**Cell sizes after repair**

Scale bar: 50 um.
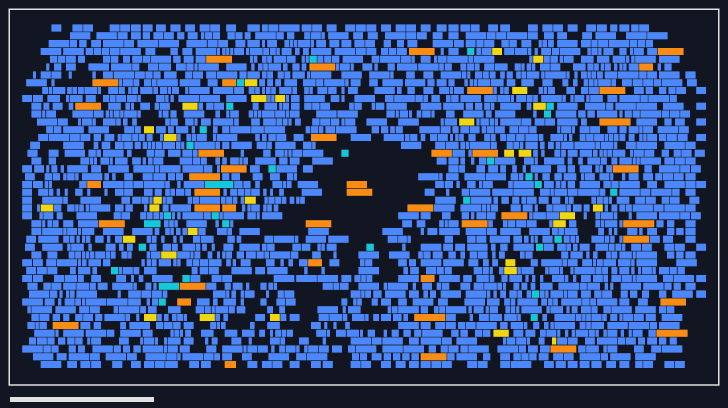
**Clock network drawn from the DEF**

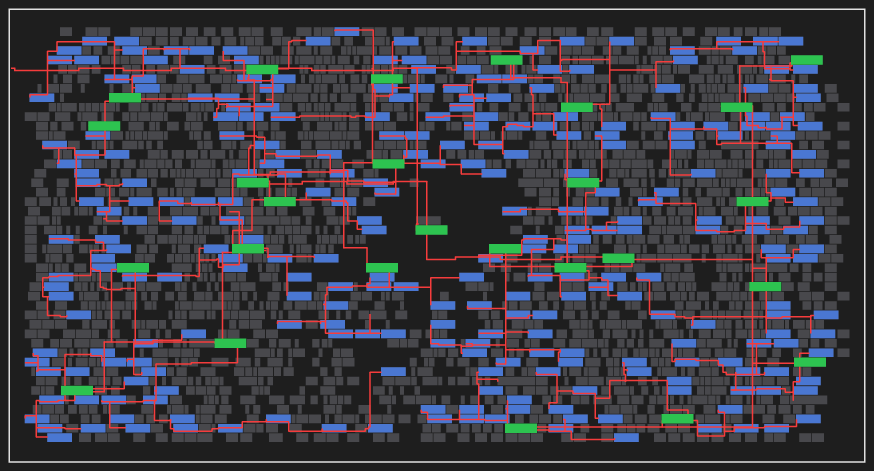
$ cat src/rtl/pool_pkg.sv
// Shared FP16 constants, pooling FSM state type and NaN helper for the
// max-pooling datapath.
package pool_pkg;
  localparam int FP16_W = 16;
  localparam logic [FP16_W-1:0] FP16_QNAN = 16'h7E00;

  typedef enum logic {
    IDLE = 1'b0,
    ACC  = 1'b1
  } pool_state_t;

  function automatic logic fp16_is_nan(input logic [FP16_W-1:0] v);
    return (v[14:10] == 5'h1f) && (v[9:0] != 10'd0);
  endfunction
endpackage

$ cat src/rtl/fp16_gt.sv
// Combinational FP16 a > b in sign-magnitude order; signed zeros are equal,
// and any NaN operand forces 0.
module fp16_gt
  import pool_pkg::*;
(
  input  logic [FP16_W-1:0] a_i,
  input  logic [FP16_W-1:0] b_i,
  output logic              gt_o
);
  logic [FP16_W-2:0] mag_a;
  logic [FP16_W-2:0] mag_b;

  always_comb begin
    mag_a = a_i[FP16_W-2:0];
    mag_b = b_i[FP16_W-2:0];
    gt_o  = 1'b0;
    if (fp16_is_nan(a_i) || fp16_is_nan(b_i)) begin
      gt_o = 1'b0;
    end else if ((mag_a == '0) && (mag_b == '0)) begin
      gt_o = 1'b0;
    end else if (a_i[FP16_W-1] != b_i[FP16_W-1]) begin
      gt_o = !a_i[FP16_W-1];
    end else if (!a_i[FP16_W-1]) begin
      gt_o = mag_a > mag_b;
    end else begin
      // Both negative: the smaller magnitude is the larger value.
      gt_o = mag_a < mag_b;
    end
  end
endmodule

$ cat src/rtl/pool_max_ch.sv
// CH-lane streaming FP16 max pool; result registered 1 cycle after the final
// beat. Only a final beat stalls, and only while an undrained result is held.
module pool_max_ch
  import pool_pkg::*;
#(
  parameter int CH      = 8,
  parameter int WIN_MAX = 169,
  parameter int CNT_W   = $clog2(WIN_MAX + 1)
) (
  input  logic                 clk,
  input  logic                 rst,
  input  logic [CNT_W-1:0]     win_len,
  input  logic                 in_valid,
  output logic                 in_ready,
  input  logic [CH*FP16_W-1:0] in_data,
  output logic                 out_valid,
  input  logic                 out_ready,
  output logic [CH*FP16_W-1:0] out_data,
  output logic                 busy
);
  localparam logic [CNT_W-1:0] WIN_MAX_C = CNT_W'(WIN_MAX);
  localparam logic [CNT_W-1:0] ONE_C     = CNT_W'(1);

  pool_state_t state_q, state_d;
  logic [CNT_W-1:0] cnt_q, cnt_d, len_q, len_d;
  logic [CNT_W-1:0] len_eff, cnt_inc;
  logic [CH-1:0][FP16_W-1:0] in_lane, acc_q, acc_d, lane_acc, res_lane;
  logic [CH-1:0][FP16_W-1:0] out_data_q, out_data_d;
  logic [CH-1:0] nan_q, nan_d, lane_nan, gt_lane;
  logic out_valid_q, out_valid_d;
  logic final_beat, accept;

  assign in_lane = in_data;

  for (genvar g = 0; g < CH; g++) begin : g_lane
    fp16_gt u_gt (
      .a_i  (in_lane[g]),
      .b_i  (acc_q[g]),
      .gt_o (gt_lane[g])
    );
    // First beat of a window seeds the lane; later beats keep the larger value.
    assign lane_acc[g] = ((state_q == IDLE) || gt_lane[g]) ? in_lane[g] : acc_q[g];
    assign lane_nan[g] = fp16_is_nan(in_lane[g]) || ((state_q == ACC) && nan_q[g]);
    assign res_lane[g] = lane_nan[g] ? FP16_QNAN : lane_acc[g];
  end

  always_comb begin
    if (win_len == '0) begin
      len_eff = ONE_C;
    end else if (win_len > WIN_MAX_C) begin
      len_eff = WIN_MAX_C;
    end else begin
      len_eff = win_len;
    end
    cnt_inc    = cnt_q + ONE_C;
    final_beat = (state_q == IDLE) ? (len_eff == ONE_C) : (cnt_inc == len_q);
    in_ready   = !rst && !(final_beat && out_valid_q && !out_ready);
    accept     = in_valid && in_ready;
  end

  always_comb begin
    state_d     = state_q;
    cnt_d       = cnt_q;
    len_d       = len_q;
    acc_d       = acc_q;
    nan_d       = nan_q;
    out_valid_d = out_valid_q && !out_ready;
    out_data_d  = out_data_q;
    if (accept) begin
      acc_d = lane_acc;
      nan_d = lane_nan;
      if (state_q == IDLE) begin
        len_d   = len_eff;
        cnt_d   = ONE_C;
        state_d = ACC;
      end else begin
        cnt_d = cnt_inc;
      end
      if (final_beat) begin
        out_valid_d = 1'b1;
        out_data_d  = res_lane;
        nan_d       = '0;
        cnt_d       = '0;
        state_d     = IDLE;
      end
    end
  end

  always_ff @(posedge clk) begin
    if (rst) begin
      state_q     <= IDLE;
      cnt_q       <= '0;
      len_q       <= '0;
      acc_q       <= '0;
      nan_q       <= '0;
      out_valid_q <= 1'b0;
      out_data_q  <= '0;
    end else begin
      state_q     <= state_d;
      cnt_q       <= cnt_d;
      len_q       <= len_d;
      acc_q       <= acc_d;
      nan_q       <= nan_d;
      out_valid_q <= out_valid_d;
      out_data_q  <= out_data_d;
    end
  end

  assign out_valid = out_valid_q;
  assign out_data  = out_data_q;
  assign busy      = (state_q == ACC);
endmodule

$ cat config.mk
export PLATFORM = sky130hd
export DESIGN_NAME = pool_max_ch
export DESIGN_NICKNAME = d
export VERILOG_FILES = /design/src/rtl/pool_pkg.sv /design/src/rtl/fp16_gt.sv /design/src/rtl/pool_max_ch.sv
export SDC_FILE = /design/constraint.sdc
export NUM_CORES = 1
export LEC_CHECK = 0
export CORE_AREA = 4 4 242 126
export DETAILED_ROUTE_END_ITERATION = 10
export DIE_AREA = 0 0 246 130
export PLACE_DENSITY = 0.86
export SYNTH_ARGS = -nofsm -noshare
export SYNTH_HDL_FRONTEND = slang
export SYNTH_HIERARCHICAL = 1
export SYNTH_SLANG_ARGS = --single-unit
$ cat constraint.sdc
create_clock -name clk -period 5.6 [get_ports clk]
set_input_delay 0.84 -clock clk [delete_from_list [all_inputs] [get_ports clk]]
set_output_delay 0.84 -clock clk [all_outputs]
set_load 0.05 [all_outputs]
==> CHANGELOG.md <==
## Implementation

- Number of port buffers: 270
- Hold EP: out_data[110]
- Core Rows: ~44
- Aoi share: 15.0%
- Die footprint: 0.0320 mm2
- Top routing layer used: met4
- Core area: roughly 0.028 mm2
- Status: finished, final reports clean
- Final std cells w/o fill: 2479
- Post-DP Area: about 0.019 mm2
- Crit path top cell by count: nor2_1
- Comb pwr: between 1 and 1.5 mW
- Ratio of cells with drive above 1 in the final layout: around 4.9%
- Met1 usage: a little under half
- CTS root buffer: clkbuf_16
- Ys async rst share: 0%
- Tool warning count: 30
- Clock power share: between 30% and 40%
- Cell count listed in synth_stat.txt: roughly 1900
- Detailed placement HPWL: roughly 38000 um
- Critical path launch point: win_len[1]
- CP Cell Sequence: clkdlybuf4s50_1 > or4_1 > nor4_2 > and2_1 > nor2_1 > nor2_1 > nor2_1 > clkdlybuf4s50_1
- Synth area leader: dfxtp_1
- Met3 Usage GRT: between 5 and 6%
- Cts hold-fix bufs: 0
- Gate power share: between 20 and 25%
- CP endpoint: in_ready
- Synth Warn #: 6
- Flop pwr share: about 41%
- Comb_multi_in: approximately 1300
- Post-synth EDFFs: 0
- Metal-1 WL: 23900 um
- Crit Path Class: input port to output pin
- P_clk: 2.03 mW
- Yosys xor share: less than 1%
- Post CTS Setup Buffer Count: 0
- Via Count: 15600
- Routed Antenna Nets: 0
- Leak pwr: ~8.3 nW
- Max FO, Critical Path: 6
- Crit path buffers/inverters: 2
- FF-to-FF End: out_data[41]
- Gate Area: about 0.01 mm2
- All-Layer GR Usage: 30.6%
- Post-route DRC: 0
- Layout Nets: around 2300
- Pre-CTS setup slack: 1090 ps
- Bufs on Longest Clock Path: 3
- Top area cell types: dfxtp_1 (34%), mux2i_1 (13%), ha_1 (9.2%)
- Final Util: 71.5%
- Routed len/inst: slightly above 20 um
- CTS tree: built
- Max H-tree Level: 1
- Dominant logic cell type in the layout: dfxtp_1
- Met2 routed WL: roughly 21000 um
- Pin slew with the least headroom to its limit: 943 ps
- Flop area: between 0.005 and 0.006 mm2
- Tot Pwr: between 5 and 6 mW
- VDD IR max: 240 uV
- #FFs+latches synth: 282
- Top cells by count, synth: dfxtp_1 (282), mux2i_1 (208), nor2_1 (179), nand3b_1 (142), inv_1 (126)
- Worst path slowest cell: clkdlybuf4s50_1
- Cell Area, Synth: around 0.016 mm2
- Worst path depth: 8
- Start of the worst register-to-register path: cnt_q[0]
- P_seq: between 2 and 2.5 mW
- First-pass DRT Iterations: 7
- CP Launch Type: input port
About 'cell sizes after repair':
size	colour	cells	share
x2	yellow	30	1.4%
x1 and smaller	blue	1981	95%
x3 and x4	cyan	30	1.4%
x6 and larger	orange	42	2.0%
post-route worst setup slack: 1050 ps
bufs w/o clock: 294
Area Growth Syn to Fin: 23.8%
fin area: 0.0203 mm2

About 'clock network drawn from the DEF':
[flip-flops] blue | count: 282
[clock-net drivers] green | count: 26
[clock wires] red | length: 3650 um
routed clock nets	27
flops lie	spread over the die
Clock Skew: 25.7 ps
Latency at later pin: 560 ps

Power is estimated from default activity; no workload was simulated.
